**Run 1: clock wires, drivers and flops**

Bar = 20 um.
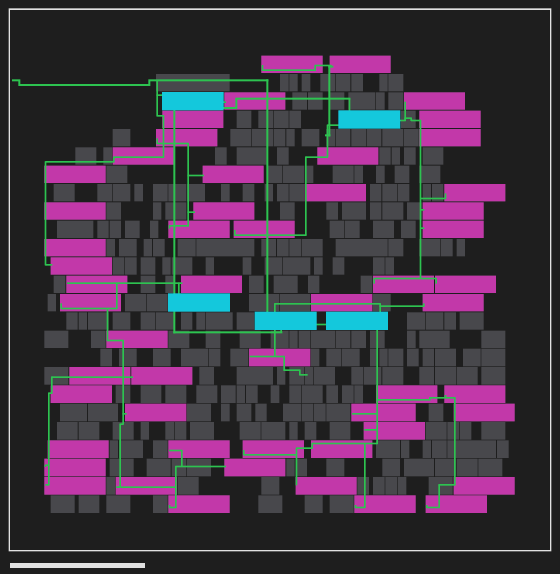
**Run 1: signal wires by layer**

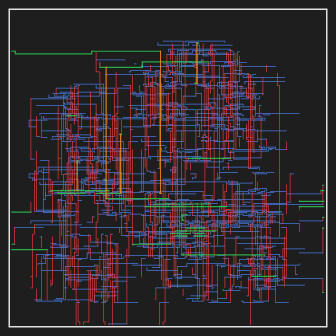
**Run 1: signal wires on met3**

Bar = 20 um.
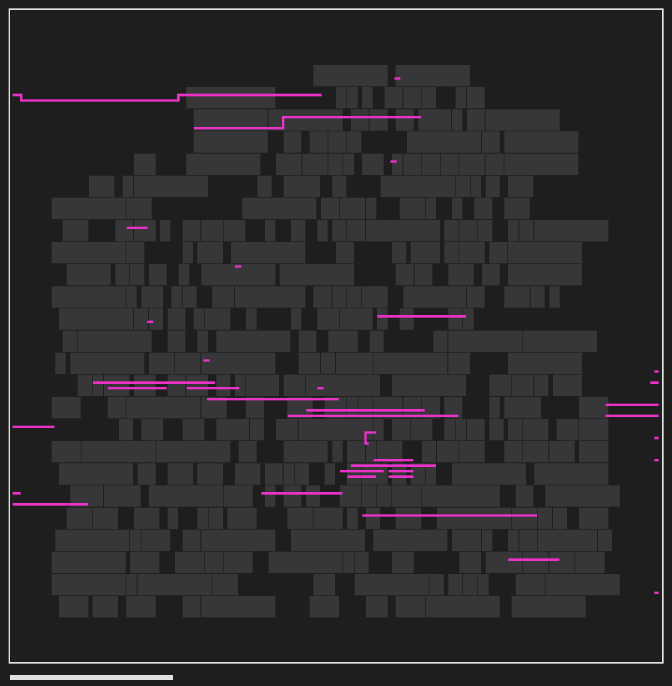
**Run 1: metal 2**

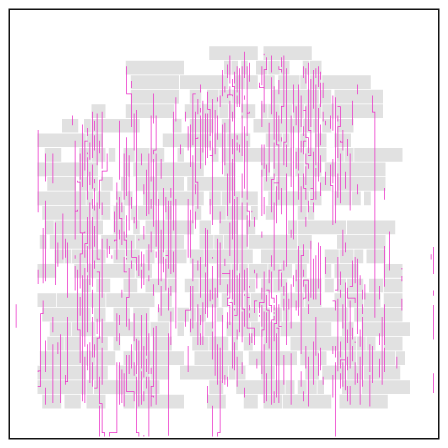
===== src/rtl/pll_lock_rst_ctrl.sv =====
// pll_lock_rst_ctrl
//
// PLL reset / lock sequencer running on the free-running board reference
// clock. Pulses the PLL reset, waits for lock with a per-attempt timeout and
// a bounded number of retries, requires lock to be continuously present for
// LOCK_STABLE_CYCLES before releasing the system reset of the PLL clock
// domains, and re-sequences (counting the event) whenever lock drops in RUN.
//
// Ports
//   clk           free-running reference clock (never a PLL output)
//   rst_n         asynchronous active-low reset
//   pll_lock      PLL lock indicator, asynchronous to clk
//   pll_restart   single-cycle pulse, forces a fresh sequence (top priority)
//   pll_rst       active-high PLL reset
//   sys_rst_n     active-low system reset, released only in RUN
//   locked_stable high while in RUN
//   timeout_err   high while in FAIL
//   retry_cnt     retries used in the current sequence
//   lock_lost_cnt saturating count of lock losses seen in RUN
module pll_lock_rst_ctrl #(
    parameter int RST_PULSE_CYCLES    = 16,
    parameter int LOCK_STABLE_CYCLES  = 1024,
    parameter int LOCK_TIMEOUT_CYCLES = 50000,
    parameter int MAX_RETRY           = 3
) (
    input  logic       clk,
    input  logic       rst_n,
    input  logic       pll_lock,
    input  logic       pll_restart,
    output logic       pll_rst,
    output logic       sys_rst_n,
    output logic       locked_stable,
    output logic       timeout_err,
    output logic [3:0] retry_cnt,
    output logic [7:0] lock_lost_cnt
);

    localparam int PW = $clog2(RST_PULSE_CYCLES) + 1;
    localparam int TW = $clog2(LOCK_TIMEOUT_CYCLES) + 1;
    localparam int SW = $clog2(LOCK_STABLE_CYCLES) + 1;

    localparam logic [PW-1:0] PULSE_LAST = PW'(RST_PULSE_CYCLES - 1);
    localparam logic [TW-1:0] TMO_LAST   = TW'(LOCK_TIMEOUT_CYCLES - 1);
    localparam logic [SW-1:0] STAB_LAST  = SW'(LOCK_STABLE_CYCLES - 1);
    localparam logic [3:0]    RETRY_MAX  = 4'(MAX_RETRY);

    typedef enum logic [2:0] {
        S_PRST,
        S_WAIT,
        S_STAB,
        S_RUN,
        S_FAIL
    } state_t;

    state_t        state, state_nxt;
    logic [PW-1:0] pulse_cnt, pulse_nxt;
    logic [TW-1:0] tmo_cnt, tmo_nxt;
    logic [SW-1:0] stab_cnt, stab_nxt;
    logic [3:0]    retry_nxt;
    logic [7:0]    lost_nxt;
    logic          lock_meta, lock_s;
    logic          stab_done, tmo_hit;

    // Two-flop synchronizer for the asynchronous lock indicator.
    always_ff @(posedge clk or negedge rst_n) begin
        if (!rst_n) begin
            lock_meta <= 1'b0;
            lock_s    <= 1'b0;
        end else begin
            lock_meta <= pll_lock;
            lock_s    <= lock_meta;
        end
    end

    // Lock qualification completing this cycle beats a coincident timeout.
    assign stab_done = (state == S_STAB) && lock_s && (stab_cnt == STAB_LAST);
    assign tmo_hit   = (tmo_cnt == TMO_LAST);

    always_comb begin
        state_nxt = state;
        pulse_nxt = pulse_cnt;
        tmo_nxt   = tmo_cnt;
        stab_nxt  = stab_cnt;
        retry_nxt = retry_cnt;
        lost_nxt  = lock_lost_cnt;

        if (pll_restart) begin
            state_nxt = S_PRST;
            pulse_nxt = '0;
            tmo_nxt   = '0;
            stab_nxt  = '0;
            retry_nxt = '0;
        end else begin
            case (state)
                S_PRST: begin
                    if (pulse_cnt == PULSE_LAST) begin
                        state_nxt = S_WAIT;
                        pulse_nxt = '0;
                        tmo_nxt   = '0;
                    end else begin
                        pulse_nxt = pulse_cnt + PW'(1);
                    end
                end
                S_WAIT, S_STAB: begin
                    if (stab_done) begin
                        state_nxt = S_RUN;
                        tmo_nxt   = '0;
                        stab_nxt  = '0;
                    end else if (tmo_hit) begin
                        tmo_nxt  = '0;
                        stab_nxt = '0;
                        if (retry_cnt == RETRY_MAX) begin
                            state_nxt = S_FAIL;
                        end else begin
                            state_nxt = S_PRST;
                            pulse_nxt = '0;
                            retry_nxt = retry_cnt + 4'd1;
                        end
                    end else begin
                        // The attempt window keeps running across a lock
                        // glitch; only the stability count restarts.
                        tmo_nxt = tmo_cnt + TW'(1);
                        if (lock_s) begin
                            if (state == S_WAIT) begin
                                state_nxt = S_STAB;
                                stab_nxt  = '0;
                            end else begin
                                stab_nxt = stab_cnt + SW'(1);
                            end
                        end else begin
                            state_nxt = S_WAIT;
                            stab_nxt  = '0;
                        end
                    end
                end
                S_RUN: begin
                    if (!lock_s) begin
                        state_nxt = S_PRST;
                        pulse_nxt = '0;
                        retry_nxt = '0;
                        if (lock_lost_cnt != 8'hFF) begin
                            lost_nxt = lock_lost_cnt + 8'd1;
                        end
                    end
                end
                S_FAIL: begin
                    state_nxt = S_FAIL;
                end
                default: begin
                    state_nxt = S_PRST;
                    pulse_nxt = '0;
                    tmo_nxt   = '0;
                    stab_nxt  = '0;
                end
            endcase
        end
    end

    // Outputs are decoded from the next state so they switch on the same
    // edge as the state register.
    always_ff @(posedge clk or negedge rst_n) begin
        if (!rst_n) begin
            state         <= S_PRST;
            pulse_cnt     <= '0;
            tmo_cnt       <= '0;
            stab_cnt      <= '0;
            retry_cnt     <= '0;
            lock_lost_cnt <= '0;
            pll_rst       <= 1'b1;
            sys_rst_n     <= 1'b0;
            locked_stable <= 1'b0;
            timeout_err   <= 1'b0;
        end else begin
            state         <= state_nxt;
            pulse_cnt     <= pulse_nxt;
            tmo_cnt       <= tmo_nxt;
            stab_cnt      <= stab_nxt;
            retry_cnt     <= retry_nxt;
            lock_lost_cnt <= lost_nxt;
            pll_rst       <= (state_nxt == S_PRST);
            sys_rst_n     <= (state_nxt == S_RUN);
            locked_stable <= (state_nxt == S_RUN);
            timeout_err   <= (state_nxt == S_FAIL);
        end
    end

endmodule


===== config.mk =====
export PLATFORM = sky130hd
export DESIGN_NAME = pll_lock_rst_ctrl
export DESIGN_NICKNAME = d
export VERILOG_FILES = /design/src/rtl/pll_lock_rst_ctrl.sv
export SDC_FILE = /design/constraint.sdc
export NUM_CORES = 1
export LEC_CHECK = 0
export CAP_MARGIN = 15
export CORE_MARGIN = 5
export CORE_UTILIZATION = 59
export CTS_BUF_LIST = sky130_fd_sc_hd__clkbuf_16
export DETAILED_ROUTE_END_ITERATION = 7
export GPL_TIMING_DRIVEN = 0
export HOLD_SLACK_MARGIN = 0.03
export PLACE_DENSITY = 0.84
export SLEW_MARGIN = 0
export SYNTH_ARGS = -nofsm -noshare
export SYNTH_HDL_FRONTEND = slang
export SYNTH_SLANG_ARGS = --single-unit

===== constraint.sdc =====
create_clock -name clk -period 2.5 [get_ports clk]
set_clock_uncertainty 0.2 [all_clocks]
set_input_delay 0.5 -clock clk [delete_from_list [all_inputs] [get_ports clk]]
set_output_delay 0.5 -clock clk [all_outputs]
set_load 0.02 [all_outputs]

==> impl_metrics.toml, run 1 <==
# synthesis and place-and-route metrics
[global_routing]
grt_pass1_vias = 2472
top_usage_layer = "met2"
met3_usage = 0.04821
antenna_found_initial = 0
met1_usage = 0.2873
grt_overflow = 0

[layout]
final_cells = 388
largest_reg_flops = 17
largest_cell_class = "logic gates"
nonClkBufAreaFrac = 0.08634
logic_gate_count = 221
lay_top_count = "dfrtp_1"
sh_seq_area = 0.3949
drive_gt1_frac = 0.1028
fillers = 385
clk_share = 0.04838

[cts]
ctsHoldBuffers = 1
cts_buffer_depth = 2
cts_setup_buffers = 0
cts-root-buf = "clkbuf_16"
cts_sinks = 53

[power_and_ir_drop]
sequentialPower_uw = 898
clkPwrFrac = 0.438
maxPowerGroup = "sequential cells"
netSwitchingPower_uw = 371.4
powerClk_uw = 761

[setup_path]
cpMostUsedCell = "buf_6"
crit_family = "simple AND/OR/NAND/NOR gates"
arrival_ns = 2.35

[synthesis]
xor_share = 0.04222
synthesis.nets = 302
async_reset_ff_frac = 1.000
synth_area_mm2 = 0.002904
syn_avg_cell_area_um2 = 9.911
yosys-top-cells-count = "dfrtp_1, nand2_1, o21ai_0"
postSynthCellCount = 293

[floorplanning]
fp.dieH_um = 80.16
fp-row-count = 25
die_area_mm2 = 0.006425
die_x_um = 80.16
core-area_mm2 = 0.004755
pin_count = 20

[flow_run]
warnings = 26
maxCapViolations = 0

[placed_design]
place_inst = 379
dpl.hpwl_um = 4495

[drt]
wl_met3_um = 257
dr.pass1.iters = 4

[worst_hold_path]
worstHoldStart = "lock_meta$_DFF_PN0_"

[sta]
tns_ns = 0

[run_status]
status = "finished, final reports clean"
About 'clock wires, drivers and flops':
[cyan] clock drivers | count: 5
[green] clock wires | length: 619 um
[magenta] flip-flops | count: 53
flops lie: widely spread

About 'signal wires by layer':
[red] metal 2 | wire length: 3070 um
[orange] metal 4 | wire length: 102 um
[green] metal 3 | wire length: 258 um
[blue] metal 1 | wire length: 2790 um
Routed WL per cell: 16.03 um
Routed WL: 6219 um
total number of vias: 2395
gr usage total: 0.2229

About 'signal wires on met3':
share of all routed wire: 4.1%
nets with wire on the layer: 29

About 'metal 2':
share of all routed wire: 49%
main direction: vertical
wire length on this layer: 3070 um

## Run 2: what changed since run 1
ABC_CLOCK_PERIOD_IN_PS = 2500   (was not set)
**Run 2: signal wires by layer**

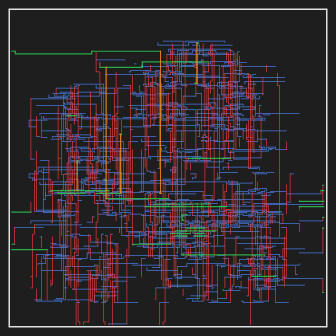
[blue] metal 1 | wire length: 2790 um
[orange] metal 4 | wire length: 102 um
[red] metal 2 | wire length: 3070 um
[green] metal 3 | wire length: 258 um

==> impl_metrics.toml, run 2 <==
# synthesis and place-and-route metrics
[layout]
fillers = 385
lay_top_count = "dfrtp_1"
drive_gt1_frac = 0.1028
sh_seq_area = 0.3949
largest_reg_flops = 17
clk_share = 0.04838
largest_cell_class = "logic gates"
final_cells = 388
nonClkBufAreaFrac = 0.08634

[setup_path]
crit_family = "simple AND/OR/NAND/NOR gates"
cpMostUsedCell = "buf_6"

[global_routing]
grt_overflow = 0
groute.usage.overall = 0.2229

[synthesis]
synth_area_mm2 = 0.002904
postSynthCellCount = 293
synthesis.nets = 302

[cts]
cts_buffer_depth = 2
cts_setup_buffers = 0
cts-root-buf = "clkbuf_16"
ctsHoldBuffers = 1

[floorplanning]
fp.dieH_um = 80.16
die_x_um = 80.16
core-area_mm2 = 0.004755
fp-row-count = 25
pin_count = 20

[worst_hold_path]
worstHoldStart = "lock_meta$_DFF_PN0_"

[power_and_ir_drop]
clkPwrFrac = 0.438
powerClk_uw = 761
netSwitchingPower_uw = 371.4

[run_status]
status = "finished, final reports clean"

[drt]
avgRoutedWirePerCell_um = 16.03
wl_met3_um = 257
dr.pass1.iters = 4

[sta]
tns_ns = 0

[flow_run]
warnings = 26
## Run 3: what changed since run 2
HOLD_SLACK_MARGIN = not set   (was 0.03)
**Run 3: signal wires on met3**

Bar = 20 um.
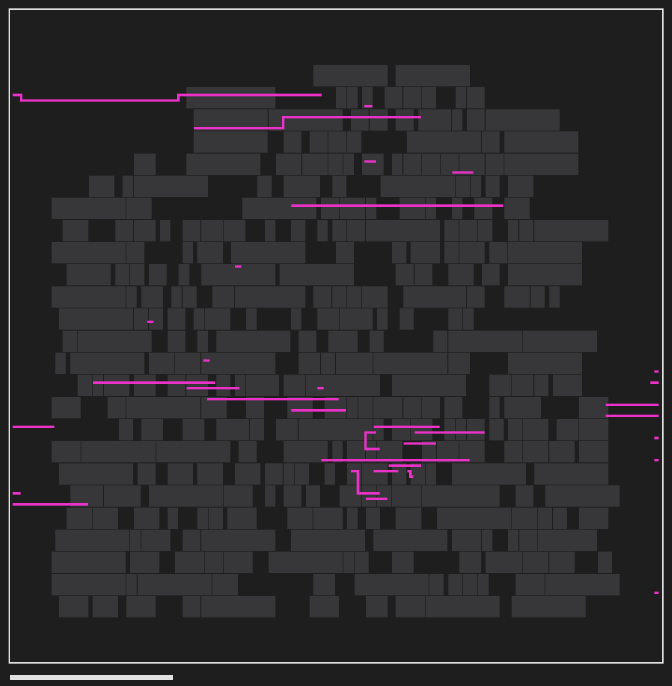
share of all routed wire: 3.7%
longest straight run: 25.8 um
wire length on this layer: 229 um
main direction: horizontal

==> impl_metrics.toml, run 3 <==
# synthesis and place-and-route metrics
[run_status]
status = "finished, final reports clean"

[setup_path]
cpMostUsedCell = "buf_6"
crit_family = "simple AND/OR/NAND/NOR gates"
slowest_delay_ns = 0.59
timing.rr.start = "stab_cnt[0]$_DFFE_PN0P_"
required_ns = 2.47
worstPathCellList = "ha_2, nand4_1, or4_4, o211a_1, buf_6, buf_6, a22o_1"
crit_end = "tmo_cnt[3]$_DFFE_PN0P_"
arrival_ns = 2.35
end_kind = "flip-flop"

[floorplanning]
die_x_um = 80.16
fp-row-count = 25
core-area_mm2 = 0.004755
die_area_mm2 = 0.006425
fp.dieH_um = 80.16
pin_count = 20

[global_routing]
antenna_found_initial = 0
grt_pass1_vias = 2469
groute.usage.overall = 0.2226
met1_usage = 0.2873
grt_overflow = 0
met3_usage = 0.04821
top_usage_layer = "met2"

[layout]
reg.largest.list = "tmo_cnt x17, stab_cnt x11, lock_lost_cnt x8"
largest_reg_flops = 17
largest_cell_class = "logic gates"
drive_gt1_frac = 0.1031
inverters_excl_clock = 5
logic_gate_count = 221
largest_register = "tmo_cnt"
nonClkBufAreaFrac = 0.08361
flops = 53
lay_top_count = "dfrtp_1"
clk_share = 0.04853
final_cells = 387
fin_util = 0.7050
fillers = 387
num-nets-final = 328
nClkBuffers = 5
sh_seq_area = 0.3960

[power_and_ir_drop]
p_leak_uw = 0.001462
maxPowerGroup = "sequential cells"
pwr-share-seq = 0.516
sequentialPower_uw = 898
p_comb_frac = 0.046
netSwitchingPower_uw = 370.5
powerClk_uw = 760
clkPwrFrac = 0.437

[synthesis]
postSynthCellCount = 293
yosysTopAreaCellShare = 0.4481
synthesis.nets = 302
ys_ff = 53
syn_avg_cell_area_um2 = 9.911
yosys-top-cells-count = "dfrtp_1, nand2_1, o21ai_0"
xor_share = 0.04222
top_logic_kind = "simple AND/OR/NAND/NOR gates"
synth_area_mm2 = 0.002904
async_reset_ff_frac = 1.000
yosys.area_share.simple = 0.2417

[cts]
cts_sinks = 53
cts_made_buffers = 5
ctsHoldBuffers = 0
cts-root-buf = "clkbuf_16"
cts_buffer_depth = 2
cts_setup_buffers = 0

[sta]
tns_ns = 0
tightest_slew_ns = 0.6945
hold_viol = 0

[placed_design]
place_inst = 379
dpl.hpwl_um = 4495

[drt]
routed.top_layer = "met4"
avgRoutedWirePerCell_um = 16.06
wl_um = 6215
vias = 2414
wl_met3_um = 228
dr.pass1.iters = 4

[flow_run]
warnings = 26
maxCapViolations = 0
Power is estimated from default activity; no workload was simulated.
